### Clock wires, drivers and flops, run 1

Drawn at 4 px/µm.
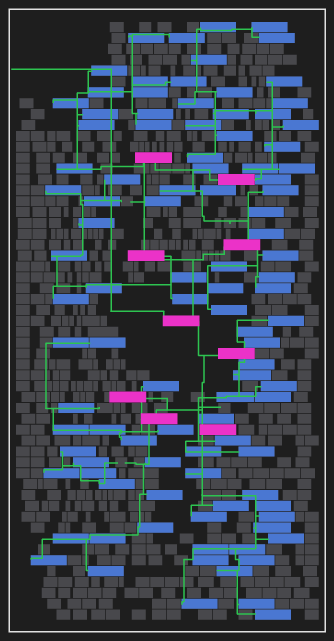
### Wire density map, run 1

Drawn at 3 px/µm. 16 x 31 tiles, from white (low) to dark blue (high), scaled to the fullest tile. Values are wire area over tile area, all layers added.
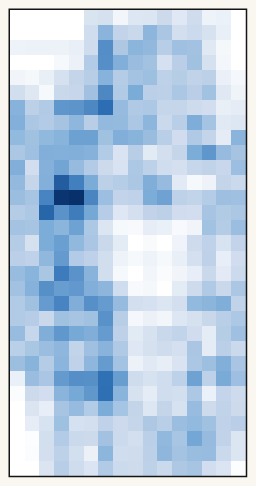
### Gate families picked out, run 1

Drawn at 3 px/µm.
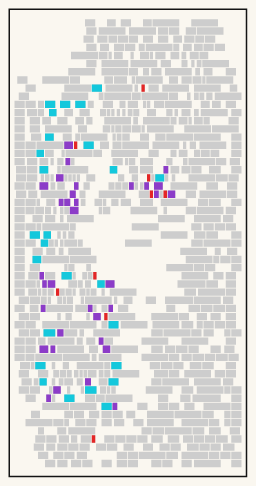
### I/O nets highlighted, run 1

Drawn at 4 px/µm.
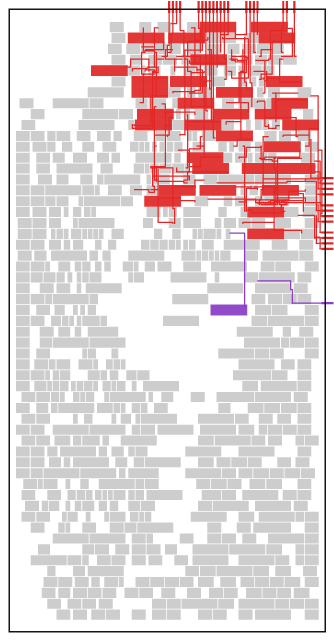
==> config.mk <==
export PLATFORM = sky130hd
export DESIGN_NAME = fetch_unit_flat
export DESIGN_NICKNAME = d
export VERILOG_FILES = /design/src/rtl/rv32i_pkg.sv /design/src/rtl/fetch_unit_if.sv /design/src/rtl/fetch_unit_next_pc_sel.sv /design/src/rtl/fetch_unit.sv /design/src/flat_wrapper.sv
export SDC_FILE = /design/constraint.sdc
export NUM_CORES = 1
export LEC_CHECK = 0
export ABC_CLOCK_PERIOD_IN_PS = 5700
export CORE_ASPECT_RATIO = 2
export CORE_UTILIZATION = 45
export DETAILED_ROUTE_END_ITERATION = 7
export HOLD_SLACK_MARGIN = 0.06
export PLACE_DENSITY = 0.87
export REMOVE_ABC_BUFFERS = 1
export SETUP_SLACK_MARGIN = 0.5
export SYNTH_ARGS = -nofsm -noshare
export SYNTH_HDL_FRONTEND = slang
export SYNTH_SLANG_ARGS = --single-unit
==> constraint.sdc <==
create_clock -name clk -period 5.7 [get_ports clk]
set_input_delay 1.14 -clock clk [delete_from_list [all_inputs] [get_ports clk]]
set_output_delay 1.14 -clock clk [all_outputs]
set_load 0.01 [all_outputs]
==> results.sh, run 1 <==
# physical design summary
export IMPL_final_min_clock_period_ns=4.21
export IMPL_ys_sh_aoi=0.0848
export IMPL_fp_dieArea_um2=12200
export IMPL_total_number_of_yosys_warnings=0
export IMPL_report_power_total_uw=3890
export IMPL_timing_setup_tns_ns=0
export IMPL_dominant_comb_cell="simple AND/OR/NAND/NOR gates"
export IMPL_ys_dominant_reg_cell="dfrtp_1"
export IMPL_synth_simple_area_share=0.186
export IMPL_power_leakage_uw=0.00322
export IMPL_tool_warnings=27
export IMPL_grt_start_max_net_pins=54
export IMPL_synth_seq_area_share=0.479
export IMPL_edf_count=0
export IMPL_row_count=55
export IMPL_result_of_the_run="completed"
export IMPL_setup_viol=0
export IMPL_synth_largest_type_area_fraction=0.464
export IMPL_cp_required_ns=4.56
export IMPL_worst_path_max_fanout=10
export IMPL_post_synthesis_cell_type_count=48
## Picture notes: 'Clock wires, drivers and flops'
- blue: flip-flops (count 101)
- magenta: clock drivers (count 9)
- green: clock wires (length 1140 µm)
- routed clock nets: 10
- flops lie: spread over the die
skew final: 0.0104 ns
clock insertion delay at the later pin of the skew report: 0.34 ns
share of power burned in the clock network: 0.152

## Picture notes: 'Wire density map'
- densest ninth of the die: middle left
- nearly empty tiles: 6.2%
- fullest tile: 0.72
- mean over tiles: 0.21
- tiles over half the peak: 9.9%
via count: 4751
total global routing track utilization: 0.259

## Picture notes: 'Gate families picked out'
- red: inverters (cells 9)
- purple: inverting AOI/OAI gates (cells 33)
- cyan: AND-OR and OR-AND gates (cells 26)
post-route non-filler standard cell count: 849
multi-input combinational area share: 0.304
most numerous logic cell after layout: clkdlybuf4s50_1

## Picture notes: 'I/O nets highlighted'
- red: fetch_count (direction output; edge 20 top, 12 right; end cells 32; wire 1440 µm)
- purple: imem_imem_req (direction output; edge right; end cells 1; wire 44.5 µm)
number of port buffers: 238
number of I/O pins: 239

[run 1: worst max-delay path, stage by stage (launching register included)]
cell             delay [ns]
dfrtp_1                0.55
nand3_1                0.31
nor4_1                 0.83
nand3_1                0.18
xnor2_1                0.24
clkdlybuf4s50_1        0.62
[run 1: where the power goes]
group          internal (µW)  leakage [µW]  switching (µW)  total (µW)
combinational           1200       0.00181             780        1980
clock                    315      0.000141             276         592
sequential               971       0.00127             347        1320
total                   2480       0.00322            1400        3890
[run 1: synth_stat cells (5+ instances only)]
cell type,n
ha_1,5
buf_4,34
nor2_1,26
nor3_1,8
clkbuf_1,15
o21ai_0,13
and3_1,16
a221o_1,13
xor2_1,13
a21o_1,6
nand4_1,17
and4_1,6
nand3_1,28
and2_1,13
mux2_2,32
inv_1,9
nor4_1,5
dfrtp_1,98
xnor2_1,46
nand2_1,47
[run 1: per-stage QoR]
step	util	setup WS [ns]
after floorplan	-	2.74
after global placement	0.664	1.93
after detailed placement	0.664	1.82
after CTS	0.689	1.54
after global routing	0.689	1.27
final	0.689	1.49
[run 1: cell type report]
type | instances | area [µm²]
timing repair buffer | 242 | 2410
sequential | 101 | 2530
inverter | 9 | 33.8
fill | 856 | 3530
clock buffer | 10 | 239
multi-input combinational | 339 | 2380
tap | 142 | 178
clock inverter | 6 | 53.8
[run 1: metal layers]
| metal | global-route usage | routed length [µm] | up-vias |
|---|---|---|---|
| met5 | 0 | 0 | - |
| met4 | 0.105 | 399 | 0 |
| met3 | 0.0457 | 1080 | 31 |
| met2 | 0.492 | 8760 | 258 |
| met1 | 0.274 | 5520 | 2316 |
| li1 | - | - | 2146 |
--- run 2 (diff from run 1) ---
--- a/config.mk
+++ b/config.mk
@@ -5,12 +5,12 @@
 export SDC_FILE = /design/constraint.sdc
 export NUM_CORES = 1
 export LEC_CHECK = 0
-export ABC_CLOCK_PERIOD_IN_PS = 5700
+export ABC_CLOCK_PERIOD_IN_PS = 4400
 export CORE_ASPECT_RATIO = 2
-export CORE_UTILIZATION = 45
+export CORE_UTILIZATION = 42
 export DETAILED_ROUTE_END_ITERATION = 7
 export HOLD_SLACK_MARGIN = 0.06
-export PLACE_DENSITY = 0.87
+export PLACE_DENSITY = 0.82
 export REMOVE_ABC_BUFFERS = 1
 export SETUP_SLACK_MARGIN = 0.5
 export SYNTH_ARGS = -nofsm -noshare
==> constraint.sdc (replaced) <==
create_clock -name clk -period 4.4 [get_ports clk]
set_input_delay 0.88 -clock clk [delete_from_list [all_inputs] [get_ports clk]]
set_output_delay 0.88 -clock clk [all_outputs]
set_load 0.01 [all_outputs]
==> run 2 against run 1 <==
Net effect:
- synthesized area unchanged
- non-clock buffer count increased by 6
- global-route usage fell by 0.29 points
- sequential cell count unchanged
- critical path depth unchanged
- count of clock-buffer cells in the layout shrank 1
- clock power rose by about 30%
- worst setup slack worse by 0.81 ns
- synthesized cell count is the same
- total power up 30%
- first-iteration DRC count is 15% lower
==> results.sh, run 2 <==
# physical design summary
export IMPL_result_of_the_run="completed"
export IMPL_dr_wl_met2_um=8910
export IMPL_power_leakage_uw=0.00327
export IMPL_grt_util_all_layers=0.257
export IMPL_tool_warnings=27
export IMPL_edf_count=0
export IMPL_route_met3_wl_um=1230
export IMPL_synth_largest_type_area_fraction=0.464
export IMPL_grt_start_max_net_pins=70
export IMPL_synth_seq_area_share=0.479
export IMPL_timing_setup_tns_ns=0
export IMPL_route_vias_total=4748
export IMPL_synthTopCellsByCount="dfrtp_1 (98), nand2_1 (47), xnor2_1 (46)"
export IMPL_register_area_um2=2530
export IMPL_filler_cell_count=967
export IMPL_ys_dominant_reg_cell="dfrtp_1"
export IMPL_routedLengthMet1_um=5570
export IMPL_highest_layer="met4"
export IMPL_cp_required_ns=3.52
export IMPL_final_common_cell="clkdlybuf4s50_1"
export IMPL_post_synthesis_cell_type_count=48
export IMPL_multi_input_comb_area_um2=2400
export IMPL_clkLatencyLatePin_ns=0.34
export IMPL_io_buffers=238
export IMPL_num_io_pins=239
export IMPL_fp_dieArea_um2=13100
## run 2: cell counts after synthesis
No cell type changed its count.
## run 2: layout make-up
cell class | instances | area share
Clock buffer | 9 | 0.0285
Multi-Input combinational cell | 339 | 0.304
Tap cell | 147 | 0.0233
Inverter | 9 | 0.00428
Clock inverter | 7 | 0.00840
Sequential cell | 101 | 0.321
Timing Repair Buffer | 248 | 0.311
## run 2: logic make-up (layout without fill, tap and decap cells)
kind of cell,Yosys count,in the layout,share of synthesized area
buf+inv,64,273,0.0703
xor+xnor,59,59,0.0978
mux,33,33,0.0701
simple gates,183,183,0.186
flops,101,101,0.479
compound gates,59,59,0.0848
fa+ha+maj,5,5,0.0118
## run 2: critical path, stage by stage, from the launching register on
cell	delay, ns
dfrtp_1	0.53
nand3_1	0.33
nor4_1	0.61
nand4_1	0.23
xnor2_1	0.24
clkdlybuf4s50_1	0.58
## run 2: through the flow
step                      hold slack, ns   util  total power (µW)  instances  worst slack, ns
after global placement             0.459  0.620              4230        841            0.945
after detailed placement           0.469  0.620              4290        841            0.808
final                              0.491  0.647              5050        860            0.678
after CTS                          0.486  0.645              5090        857            0.546
after global routing               0.515  0.647              5320        860            0.521
after floorplan                    0.508      -              2640        449             1.70
## run 2: timing repair
item                                    4_1_cts  5_1_grt
endpoints found under the setup margin        1        7
setup buffers                                 0        3
resized                                       1        1
gates cloned                                  0        0
pin swaps                                     0        1
## run 2: power by group
part	internal [µW]	leakage (µW)	switching [µW]
Sequential	1260	0.00127	423
Combinational	1550	0.00186	1050
Clock	397	0.000141	375
## run 2: metal layers
metal  up-vias  global-route usage
met2       237               0.461
met3        44              0.0636
li1       2158                   -
met5         -                   0
met1      2309               0.258
met4         0               0.140
### Clock wires, drivers and flops, run 2

Drawn at 4 px/µm.
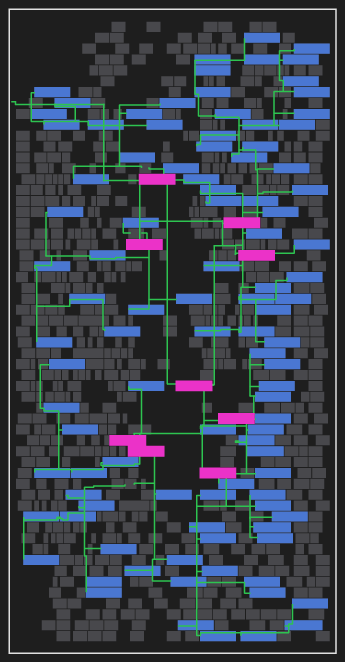
- magenta: clock drivers (count 9)
- green: clock wires (length 1200 µm)
- blue: flip-flops (count 101)
- routed clock nets: 10
- flops lie: spread over the die
skew final: 0.00970 ns
share of power burned in the clock network: 0.153
clock group power: 772 µW

Power is estimated from default activity; no workload was simulated.
